--- src/rtl/video_pkg.sv ---
// video_pkg: default raster timing and pixel coordinate types shared by video consumers
package video_pkg;
   localparam int CLK_DIV_D   = 2;
   localparam int H_VISIBLE_D = 256;
   localparam int H_FRONT_D   = 16;
   localparam int H_SYNC_D    = 32;
   localparam int H_BACK_D    = 48;
   localparam int V_VISIBLE_D = 128;
   localparam int V_FRONT_D   = 4;
   localparam int V_SYNC_D    = 4;
   localparam int V_BACK_D    = 24;
   localparam bit SYNC_POL_D  = 1'b1;
   typedef logic [7:0] hpos_t;
   typedef logic [6:0] vpos_t;
endpackage

--- src/rtl/video_timing_wrap_counter.sv ---
// wrap_counter: modulo-MAX counter advancing on en; wrap flags the enabled last count
module wrap_counter #(
   parameter int MAX = 2,
   localparam int W = MAX > 1 ? $clog2(MAX) : 1
) (
   input  logic         clk,
   input  logic         reset_n,
   input  logic         en,
   output logic [W-1:0] count,
   output logic         wrap
);
   localparam logic [W-1:0] LAST = W'(MAX - 1);
   assign wrap = en && count == LAST;
   always_ff @(posedge clk or negedge reset_n)
      if (!reset_n) count <= '0;
      else if (en) count <= wrap ? '0 : count + W'(1);
endmodule

--- src/rtl/video_timing.sv ---
// video_timing: pixel divider, h/v raster counters and registered sync/position outputs
module video_timing
   import video_pkg::*;
#(
   parameter int CLK_DIV   = CLK_DIV_D,
   parameter int H_VISIBLE = H_VISIBLE_D,
   parameter int H_FRONT   = H_FRONT_D,
   parameter int H_SYNC    = H_SYNC_D,
   parameter int H_BACK    = H_BACK_D,
   parameter int V_VISIBLE = V_VISIBLE_D,
   parameter int V_FRONT   = V_FRONT_D,
   parameter int V_SYNC    = V_SYNC_D,
   parameter int V_BACK    = V_BACK_D,
   parameter bit SYNC_POL  = SYNC_POL_D
) (
   input  logic       clk,
   input  logic       reset_n,
   input  logic       run,
   output hpos_t      hpos,
   output vpos_t      vpos,
   output logic       hsync,
   output logic       vsync,
   output logic       display_on,
   output logic       pix_en,
   output logic       line_start,
   output logic       frame_start,
   output logic [7:0] frame_count
);
   localparam int H_TOTAL = H_VISIBLE + H_FRONT + H_SYNC + H_BACK;
   localparam int V_TOTAL = V_VISIBLE + V_FRONT + V_SYNC + V_BACK;
   localparam int WD = CLK_DIV > 1 ? $clog2(CLK_DIV) : 1;
   localparam int WH = $clog2(H_TOTAL);
   localparam int WV = $clog2(V_TOTAL);
   localparam logic [WH-1:0] H_VIS = WH'(H_VISIBLE);
   localparam logic [WH-1:0] HS_ON = WH'(H_VISIBLE + H_FRONT);
   localparam logic [WH-1:0] HS_OFF = WH'(H_VISIBLE + H_FRONT + H_SYNC);
   localparam logic [WV-1:0] V_VIS = WV'(V_VISIBLE);
   localparam logic [WV-1:0] VS_ON = WV'(V_VISIBLE + V_FRONT);
   localparam logic [WV-1:0] VS_OFF = WV'(V_VISIBLE + V_FRONT + V_SYNC);
   localparam bit PARAMS_OK = H_VISIBLE >= 1 && H_VISIBLE <= 256 && V_VISIBLE >= 1 && V_VISIBLE <= 128
      && CLK_DIV >= 1 && H_FRONT >= 1 && H_SYNC >= 1 && H_BACK >= 1
      && V_FRONT >= 1 && V_SYNC >= 1 && V_BACK >= 1;
   if (!PARAMS_OK) begin : g_bad_params
      $error("video_timing: illegal timing parameters");
   end
   logic [WD-1:0] unused_div;
   logic [WH-1:0] hcnt, h_nxt;
   logic [WV-1:0] vcnt, v_nxt;
   logic          tick, h_wrap, v_wrap;
   wrap_counter #(.MAX(CLK_DIV)) u_div (
      .clk(clk), .reset_n(reset_n), .en(run), .count(unused_div), .wrap(tick)
   );
   wrap_counter #(.MAX(H_TOTAL)) u_hcnt (
      .clk(clk), .reset_n(reset_n), .en(tick), .count(hcnt), .wrap(h_wrap)
   );
   wrap_counter #(.MAX(V_TOTAL)) u_vcnt (
      .clk(clk), .reset_n(reset_n), .en(h_wrap), .count(vcnt), .wrap(v_wrap)
   );
   // outputs describe the position the counters move to on this tick
   assign h_nxt = h_wrap ? '0 : hcnt + WH'(1);
   assign v_nxt = v_wrap ? '0 : h_wrap ? vcnt + WV'(1) : vcnt;
   always_ff @(posedge clk or negedge reset_n)
      if (!reset_n) begin
         hpos        <= '0;
         vpos        <= '0;
         hsync       <= !SYNC_POL;
         vsync       <= !SYNC_POL;
         display_on  <= 1'b0;
         pix_en      <= 1'b0;
         line_start  <= 1'b0;
         frame_start <= 1'b0;
         frame_count <= '0;
      end else begin
         pix_en      <= tick;
         line_start  <= h_wrap;
         frame_start <= v_wrap;
         if (v_wrap) frame_count <= frame_count + 8'd1;
         if (tick) begin
            hpos       <= h_nxt < H_VIS ? hpos_t'(h_nxt) : '0;
            vpos       <= v_nxt < V_VIS ? vpos_t'(v_nxt) : '0;
            hsync      <= (h_nxt >= HS_ON && h_nxt < HS_OFF) ? SYNC_POL : !SYNC_POL;
            vsync      <= (v_nxt >= VS_ON && v_nxt < VS_OFF) ? SYNC_POL : !SYNC_POL;
            display_on <= h_nxt < H_VIS && v_nxt < V_VIS;
         end
      end
endmodule

--- config.mk ---
export PLATFORM = sky130hd
export DESIGN_NAME = video_timing
export DESIGN_NICKNAME = d
export VERILOG_FILES = /design/src/rtl/video_pkg.sv /design/src/rtl/video_timing_wrap_counter.sv /design/src/rtl/video_timing.sv
export SDC_FILE = /design/constraint.sdc
export NUM_CORES = 1
export LEC_CHECK = 0
export ABC_AREA = 1
export CORE_UTILIZATION = 49
export DETAILED_ROUTE_END_ITERATION = 8
export GPL_TIMING_DRIVEN = 1
export PLACE_DENSITY = 0.75
export SETUP_SLACK_MARGIN = 0.5
export SYNTH_ARGS = -nofsm -noshare
export SYNTH_HDL_FRONTEND = slang
export SYNTH_SLANG_ARGS = --single-unit
--- constraint.sdc ---
create_clock -name clk -period 1.53 [get_ports clk]
set_input_delay 0.306 -clock clk [delete_from_list [all_inputs] [get_ports clk]]
set_output_delay 0.306 -clock clk [all_outputs]
set_load 0.1 [all_outputs]
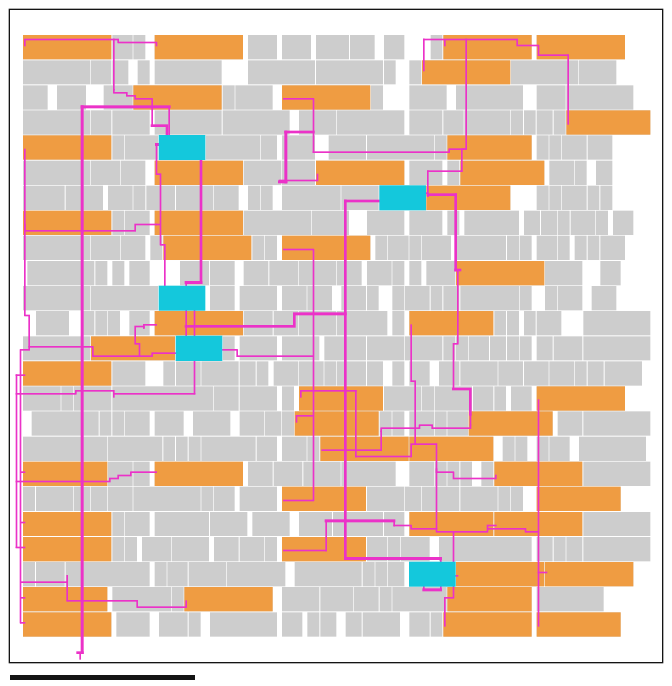
*Clock distribution*
Bar = 20 µm.
flip-flops: shown in orange, count 47. cells driving clock nets: shown in cyan, count 5. clock wires: shown in magenta, length 742 µm.
Position of the flops: spread over the die. There are 6 routed clock nets.

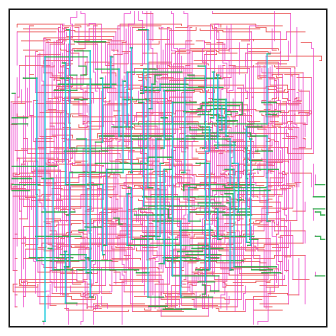
*Signal wires by layer*
met4: shown in cyan, wire length 958 µm. met1: shown in red, wire length 3710 µm. met2: shown in magenta, wire length 5310 µm. met3: shown in green, wire length 872 µm.
final routed wire length divided by cell count: 25.3 µm
Routed WL: 10900 µm
DR vias: 2752
GRT Total Usage: 33.6%

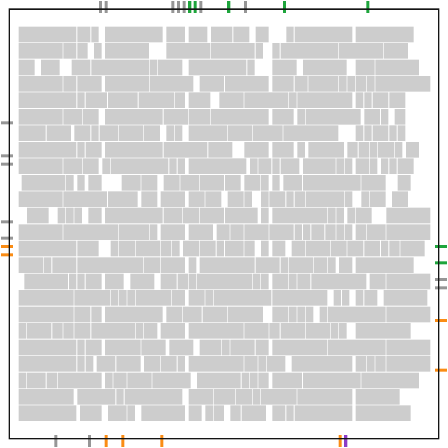
*I/O pins on the die edge*
Pins as bars across the die edge, other pins in grey.
`hpos`: shown in orange, pins 8, direction output, edge 4 bottom, 2 left, 2 right. `pix_en`: shown in purple, pins 1, direction output, edge bottom. `vpos`: shown in green, pins 7, direction output, edge 5 top, 2 right.
All pins by edge: 12 top, 7 bottom, 7 left, 6 right.

## cells by family after synthesis
logic type      Yosys count
fa+ha+maj                 3
flops                    47
buf+inv                  39
simple gates            147
compound gates           26
xor+xnor                 10
## metrics by stage
stage,cells,total power [mW],setup slack (ps),hold WS (ps)
after floorplan,272,2.65,-14.5,10.4
after global placement,394,3.33,-204,304
after detailed placement,394,3.37,-276,307
after CTS,419,4.46,-105,431
after global routing,429,5.05,-395,427
final,429,4.99,-380,428
## path summary, 6_finish.rpt
kind                                              from                      end  depth (start not counted)
min                                                run  u_div.count$_DFFE_PN0P_                          3
max                        u_hcnt.count[1]$_DFFE_PN0P_      hpos[6]$_DFFE_PN0P_                         10
max reg2reg                u_hcnt.count[1]$_DFFE_PN0P_      hpos[6]$_DFFE_PN0P_                         10
min reg2reg                        hpos[1]$_DFFE_PN0P_      hpos[1]$_DFFE_PN0P_                          2
max in group asynchronous                      reset_n      hpos[5]$_DFFE_PN0P_                          3
min in group asynchronous                      reset_n      hpos[7]$_DFFE_PN0P_                          3
## timing repair
item	4_1_cts	5_1_grt
pin swaps	24	28
setup buffers	16	10
hold endpoints to repair	47	0
gates resized	57	55
hold buffers	1	0
setup endpoints to repair	76	75
## flip-flops by register name (all words and copies together) (netlist names)
signal	flops
hsync	1
u_vcnt.count	8
vpos	7
frame_count	8
display_on	1
pix_en	1
line_start	1
hpos	8
u_div.count	1
vsync	1
frame_start	1
u_hcnt.count	9
## worst min-delay path, stage by stage
cell and delay [ps]:
sky130_fd_sc_hd__dlygate4sd2_1 240, sky130_fd_sc_hd__nor2_1 70, sky130_fd_sc_hd__nor2_1 100
## layout make-up
type / count / area [µm²] / share of cell area (%)
Multi-Input combinational cell: 186 / 1330 / 32.3
Inverter: 33 / 134 / 3.26
Timing Repair Buffer: 103 / 1250 / 30.5
Clock inverter: 2 / 35.0 / 0.853
Sequential cell: 47 / 1210 / 29.5
Clock buffer: 6 / 82.6 / 2.01
Tap cell: 52 / 65.1 / 1.58
## power groups by stage
stage               clock network (mW)  logic [mW]  registers (mW)
floorplan                            0       0.362            2.28
detailed placement                   0        1.72            1.65
global placement                     0        1.68            1.64
global route                      1.05        2.29            1.70
CTS                              0.958        1.86            1.64
finish                            1.03        2.26            1.70
## metal layers
metal  part of all wire, %  up-vias  track usage, %
li1                      -     1059               -
met1                    34     1340            39.7
met2                    49      247            59.2
met3                   8.0      106            4.99
met4                   8.8        0            18.2
met5                     0        -               0
## placed cells by master, fill, tap and decap left out, drive strengths merged, types with 3 or more instances in the layout
| cell | Yosys | layout |
|---|---|---|
| nand4 | 4 | 4 |
| nand3 | 25 | 25 |
| clkbuf | 3 | 6 |
| xor2 | 8 | 8 |
| clkinv | 2 | 3 |
| nand2 | 93 | 93 |
| nor2 | 22 | 22 |
| dfrtp | 47 | 47 |
| ha | 3 | 3 |
| buf | 3 | 101 |
| o21ai | 24 | 24 |
| inv | 31 | 31 |
==> results.ini <==
[synthesis]
synth_cell_type_count = 28
yosysTopAreaCellShare_pct = 50.9
area_leader_netlist = sky130_fd_sc_hd__dfrtp_1
synth_flops = 47
synth-xor-area-share_pct = 3.79
synth-simple-area-share_pct = 30.2
yosys_warning_total = 0
synth-edff-count = 0
synth.top_cells.by_area = sky130_fd_sc_hd__dfrtp_1 (51%), sky130_fd_sc_hd__nand2_1 (14%), sky130_fd_sc_hd__nand3_1 (5.0%), sky130_fd_sc_hd__inv_1 (4.2%), sky130_fd_sc_hd__o21ai_0 (3.9%)
ys_sh_mux_pct = 0

[outcome]
result_of_the_run = finished, violations left
failed_checks = DRC, setup timing

[global_routing]
globalRouteOverflowTotal = 0
antenna_found_initial = 0

[final_timing]
max_slew.worst_pin.slew_ps = 345
hold_viol_final = 0
setup_repair_after_global_routing_missed_its_margin = yes
timing.final.ws_setup_ps = -380
finalMaxSlewViolations = 0
timing.final.setup_violations = 37

[critical_path]
worstPathCellList = ha_4 > nand2_4 > nor2_4 > buf_4 > nand2_1 > nand2_1 > nand2_1 > nor2_2 > nand2_1 > o21ai_1
cpPeakStageDelay_ps = 410
crit_path_frequent_cell = sky130_fd_sc_hd__nand2_1
critical_path.top_delay_family = simple AND/OR/NAND/NOR gates

[floorplan]
num_io_pins = 32

[routing]
post-route-drc-count = 4
postRouteAntennaNets = 0

[hold_path]
min_path_type = in -> reg

[final_layout]
fin_area_um2 = 4110
layout-area-overhead-vs-synth_pct = 77.7
design.final.nets = 382
fraction_of_layout_cells_with_a_size_suffix_above_1_pct = 60.7

[cts]
cts_tree = built
cts.sinks = 47

[power]
clkPwrFrac_pct = 20.7
power-per-cell-area_nw_per_um2 = 1210

[job]
warning_count = 29

No activity file was given, so power comes from the tool's default toggle rates.
